## src/rtl/sample_widen_loader.sv

```systemverilog
// Frame loader: widens S(IN) I/Q samples to the FFT word format and buffers one frame; SAMPLE_WIDEN_LOADER_BIT_REVERSE_EN selects bit-reversed drain order.
// Latency: the first output is valid one cycle after the last input of a frame is accepted; each phase moves one sample per cycle.
// Backpressure: in_ready is low for the whole drain phase; while out_valid && !out_ready the outputs hold.
module sample_widen_loader #(
    parameter int IN_WORD_LENGTH   = 8,
    parameter int IN_INT_LENGTH    = 0,
    parameter int IN_FLOAT_LENGTH  = 7,
    parameter int OUT_WORD_LENGTH  = 9,
    parameter int OUT_INT_LENGTH   = 0,
    parameter int OUT_FLOAT_LENGTH = 8,
    parameter int N_POINTS         = 16,
    parameter int ADDR_WIDTH       = 4
) (
    input  logic                       clk,
    input  logic                       rst_n,
    input  logic                       in_valid,
    output logic                       in_ready,
    input  logic [IN_WORD_LENGTH-1:0]  i_in,
    input  logic [IN_WORD_LENGTH-1:0]  q_in,
    output logic                       out_valid,
    input  logic                       out_ready,
    output logic [OUT_WORD_LENGTH-1:0] i_out,
    output logic [OUT_WORD_LENGTH-1:0] q_out,
    output logic [ADDR_WIDTH-1:0]      out_index,
    output logic                       out_first,
    output logic                       out_last
);

    localparam int SHIFT = OUT_FLOAT_LENGTH - IN_FLOAT_LENGTH;
    localparam int EXT   = OUT_INT_LENGTH - IN_INT_LENGTH;
    localparam logic [ADDR_WIDTH-1:0] LAST    = ADDR_WIDTH'(N_POINTS - 1);
    localparam logic [ADDR_WIDTH-1:0] LAST_M1 = ADDR_WIDTH'(N_POINTS - 2);

    typedef enum logic {FILL, DRAIN} state_t;

    // Sign-extend into the extra integer bits, then pad the extra fraction bits with zeros.
    function automatic logic [OUT_WORD_LENGTH-1:0] widen(input logic [IN_WORD_LENGTH-1:0] x);
        logic signed [IN_WORD_LENGTH+EXT-1:0] ext_v;
        logic [OUT_WORD_LENGTH-1:0]           w;
        ext_v = (IN_WORD_LENGTH + EXT)'($signed(x));
        w     = OUT_WORD_LENGTH'(ext_v);
        return w << SHIFT;
    endfunction

    function automatic logic [ADDR_WIDTH-1:0] order(input logic [ADDR_WIDTH-1:0] k);
        logic [ADDR_WIDTH-1:0] r;
`ifdef SAMPLE_WIDEN_LOADER_BIT_REVERSE_EN
        for (int b = 0; b < ADDR_WIDTH; b++) begin
            r[b] = k[ADDR_WIDTH-1-b];
        end
`else
        r = k;
`endif
        return r;
    endfunction

    state_t                     state, state_nxt;
    logic [ADDR_WIDTH-1:0]      wr_cnt, wr_nxt;
    logic [ADDR_WIDTH-1:0]      rd_cnt, rd_nxt;
    logic                       in_ready_nxt, out_valid_nxt, first_nxt, last_nxt;
    logic                       wr_en, load;
    logic [ADDR_WIDTH-1:0]      load_k;
    logic [OUT_WORD_LENGTH-1:0] mem_i [N_POINTS];
    logic [OUT_WORD_LENGTH-1:0] mem_q [N_POINTS];

    always_comb begin
        state_nxt     = state;
        wr_nxt        = wr_cnt;
        rd_nxt        = rd_cnt;
        in_ready_nxt  = in_ready;
        out_valid_nxt = out_valid;
        first_nxt     = out_first;
        last_nxt      = out_last;
        wr_en         = 1'b0;
        load          = 1'b0;
        load_k        = '0;
        case (state)
            FILL: begin
                in_ready_nxt = 1'b1;
                if (in_valid && in_ready) begin
                    wr_en  = 1'b1;
                    wr_nxt = wr_cnt + 1'b1;
                    if (wr_cnt == LAST) begin
                        state_nxt     = DRAIN;
                        in_ready_nxt  = 1'b0;
                        out_valid_nxt = 1'b1;
                        first_nxt     = 1'b1;
                        last_nxt      = (LAST == '0);
                        load          = 1'b1;
                    end
                end
            end
            DRAIN: begin
                in_ready_nxt = 1'b0;
                if (out_valid && out_ready) begin
                    if (rd_cnt == LAST) begin
                        state_nxt     = FILL;
                        rd_nxt        = '0;
                        out_valid_nxt = 1'b0;
                        first_nxt     = 1'b0;
                        last_nxt      = 1'b0;
                        in_ready_nxt  = 1'b1;
                    end else begin
                        rd_nxt    = rd_cnt + 1'b1;
                        load      = 1'b1;
                        load_k    = rd_cnt + 1'b1;
                        first_nxt = 1'b0;
                        last_nxt  = (rd_cnt == LAST_M1);
                    end
                end
            end
            default: state_nxt = FILL;
        endcase
    end

    always_ff @(posedge clk or negedge rst_n) begin
        if (!rst_n) begin
            state     <= FILL;
            wr_cnt    <= '0;
            rd_cnt    <= '0;
            in_ready  <= 1'b0;
            out_valid <= 1'b0;
            out_first <= 1'b0;
            out_last  <= 1'b0;
            i_out     <= '0;
            q_out     <= '0;
            out_index <= '0;
        end else begin
            state     <= state_nxt;
            wr_cnt    <= wr_nxt;
            rd_cnt    <= rd_nxt;
            in_ready  <= in_ready_nxt;
            out_valid <= out_valid_nxt;
            out_first <= first_nxt;
            out_last  <= last_nxt;
            if (load) begin
                i_out     <= mem_i[order(load_k)];
                q_out     <= mem_q[order(load_k)];
                out_index <= order(load_k);
            end
        end
    end

    // Buffer is never cleared: a fresh frame always overwrites every slot before draining.
    always_ff @(posedge clk) begin
        if (wr_en) begin
            mem_i[wr_cnt] <= widen(i_in);
            mem_q[wr_cnt] <= widen(q_in);
        end
    end

endmodule

```

## config.mk

```make
export PLATFORM = sky130hd
export DESIGN_NAME = sample_widen_loader
export DESIGN_NICKNAME = d
export VERILOG_FILES = /design/src/rtl/sample_widen_loader.sv
export SDC_FILE = /design/constraint.sdc
export NUM_CORES = 1
export LEC_CHECK = 0
export CAP_MARGIN = 20
export CORE_UTILIZATION = 55
export CTS_BUF_LIST = sky130_fd_sc_hd__clkbuf_8
export DETAILED_ROUTE_END_ITERATION = 10
export GPL_TIMING_DRIVEN = 0
export PLACE_DENSITY_LB_ADDON = 0.25
export SLEW_MARGIN = 20
export SYNTH_ARGS = -nofsm -noshare
export SYNTH_HDL_FRONTEND = slang
export SYNTH_SLANG_ARGS = --single-unit
```

## constraint.sdc

```tcl
create_clock -name clk -period 3.2 [get_ports clk]
set_clock_uncertainty 0.1 [all_clocks]
set_input_delay 0.32 -clock clk [delete_from_list [all_inputs] [get_ports clk]]
set_output_delay 0.32 -clock clk [all_outputs]
set_load 0.005 [all_outputs]
```

Figure 1. The clock network.
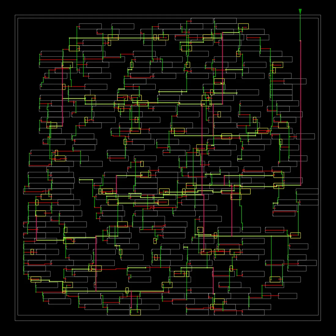
# clk buffers: 48
Flops: 289

Figure 2. A small window of the routed layout.
The bar under the picture is 20 um long. Region (51, 81) to (101, 131) um. Cells in gray, sequential cells in the stronger gray; small squares are vias.
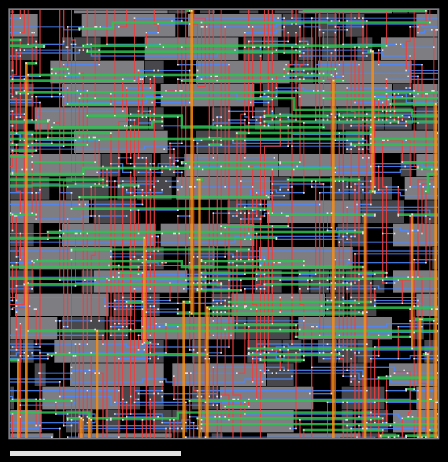
legend:
  met1:
    color: blue
  met3:
    color: green
  met2:
    color: red
  met4:
    color: orange
netlist names of flops here include: mem_i (19), mem_q (15), i_out (2)
cells with their middle in the window: 139
most frequent: edfxtp_1 (34), a31oi_1 (20), nor4_1 (14)
sequential cells in the window: 36

Yosys cell counts (2+ instances only):
cell type,count,area share
a21o_1,6,0.0037
a31oi_1,120,0.061
a41oi_1,30,0.021
and2_1,12,0.0061
and3_1,5,0.0026
buf_2,41,0.017
buf_4,8,0.0049
buf_6,4,0.0037
clkbuf_1,48,0.015
dfrtp_1,33,0.068
edfxtp_1,256,0.63
ha_1,6,0.0061
inv_1,5,0.0015
mux2i_1,3,0.0025
mux4_2,3,0.0055
nand2_1,16,0.0049
nand3_1,6,0.0025
nor2_1,19,0.0058
nor3_1,17,0.0070
nor3b_2,2,0.0020
nor4_1,120,0.061
o21ai_0,112,0.046
o21ai_1,10,0.0041
xnor2_1,4,0.0029
state kept, by name, indices dropped and copies added (netlist names):
register and count:
out_index 4, out_last 1, mem_i 128, wr_cnt 4
out_valid 1, in_ready 1, i_out 8, q_out 8
mem_q 128, rd_cnt 4, out_first 1, state 1
layout make-up:
class | count | area [sq um]
Clock inverter | 36 | 150
Clock buffer | 48 | 661
Inverter | 6 | 26.3
Sequential cell | 289 | 8510
Multi-Input combinational cell | 510 | 3230
Timing Repair Buffer | 46 | 463
Buffer | 101 | 498
Fill cell | 1674 | 7940
Tap cell | 280 | 350
where the power goes:
group          internal [mW]  switching [mW]  leakage, nW
combinational          0.771            1.52         1.29
sequential              4.47           0.215         2.70
clock                   1.39            1.45        0.474
total                   6.63            3.18         4.47
cells in the final DEF, fill, tap and decap left out, drive strengths merged, types with 20 or more instances in the layout:
master         count
nor2              20
nor4             120
inv               24
dfrtp             33
clkdlybuf4s50     42
edfxtp           256
a41oi             30
a31oi            121
buf               57
clkbuf            95
o21ai            123
layer usage:
metal | wire, um | part of all wire | GRT usage | vias to the layer above
li1 | - | - | - | 3879
met1 | 14100 | 0.38 | 0.481 | 4484
met2 | 16300 | 0.44 | 0.493 | 739
met3 | 5100 | 0.14 | 0.0837 | 92
met4 | 1420 | 0.039 | 0.123 | 0
met5 | 0 | 0 | 0 | -
logic make-up (layout without fill, tap and decap cells):
| logic type | after synthesis | after routing |
|---|---|---|
| adders and majority gates | 6 | 6 |
| xor gates and xnor gates | 6 | 6 |
| other | 1 | 2 |
| muxes | 6 | 6 |
| buffers and inverters | 108 | 237 |
| DFF | 289 | 289 |
| and+or+nand+nor | 207 | 207 |
| AOI/OAI and AO/OA | 283 | 283 |
repair_timing:
action                     in CTS  in global routing
setup endpoints to repair      16                  4
setup buffers                   1                  0
hold buffers                    1                  0
gates resized                   8                  5
hold endpoints to repair       33                  0
worst max-delay path: stages (launching register included):
cell and delay [ps]:
dfrtp_1 340, buf_2 260, clkinvlp_4 190, buf_2 220
ha_1 420, nor3b_4 400, clkbuf_1 430, o21ai_0 300
a41oi_1 330, nor3_1 70
==> flow_summary.ini <==
; synthesis and place-and-route metrics
[power]
vdd_drop_max_uv = 322
finalPower_mw = 9.81

[synthesis]
ys_cells = 906
yosysSeqAreaShare = 0.696
edf_count = 256
simple_gate_share = 0.101
mux_area_frac = 0.00798
ys.flops = 289
yosys-stat-area_sq_um = 12200
yosys.area_share.aoi = 0.141
ff_type = edfxtp_1
syn_area_sq_um = 12200

[route]
drc = 0
drtAntennaViolNets = 0
drt_first_pass_iters = 6
vias_per_cell = 6.99

[outcome]
status = completed

[setup_path]
worst-path-max-fanout = 10
worstReg2RegStart = rd_cnt[0]$_DFFE_PN0P_
crit_type = reg2reg
crit_end = q_out[4]$_DFFE_PN0P_
r2r-end = q_out[4]$_DFFE_PN0P_

[finish]
postLayoutCellArea_sq_um = 13900
final_util = 0.636

[clocking]
numCtsBuffers = 46
cts.clk_slew.worst_paths_ps = 60
cts_root_buf = clkbuf_8
cts_buffer_depth = 3

[timing]
slew_headroom = 0.330
final.setup.worst_slack_ps = 10.8
period_used_share = 0.997
hold_viol_final = 0
fmax_mhz = 314
rsz0062_at_grt = true
fin_tns_setup_ps = 0

[flow_run]
max-cap-violations = 0

[floorplan]
rows = 54
fp-utilization = 0.560
core-area_sq_um = 21800
dieArea_sq_um = 22800

[grt]
grt_pass1_wl_um = 53600

[placed_design]
placed_cells = 1231
post-place-ws_ps = -494
port_buffers = 43
No activity file was given, so power comes from the tool's default toggle rates.
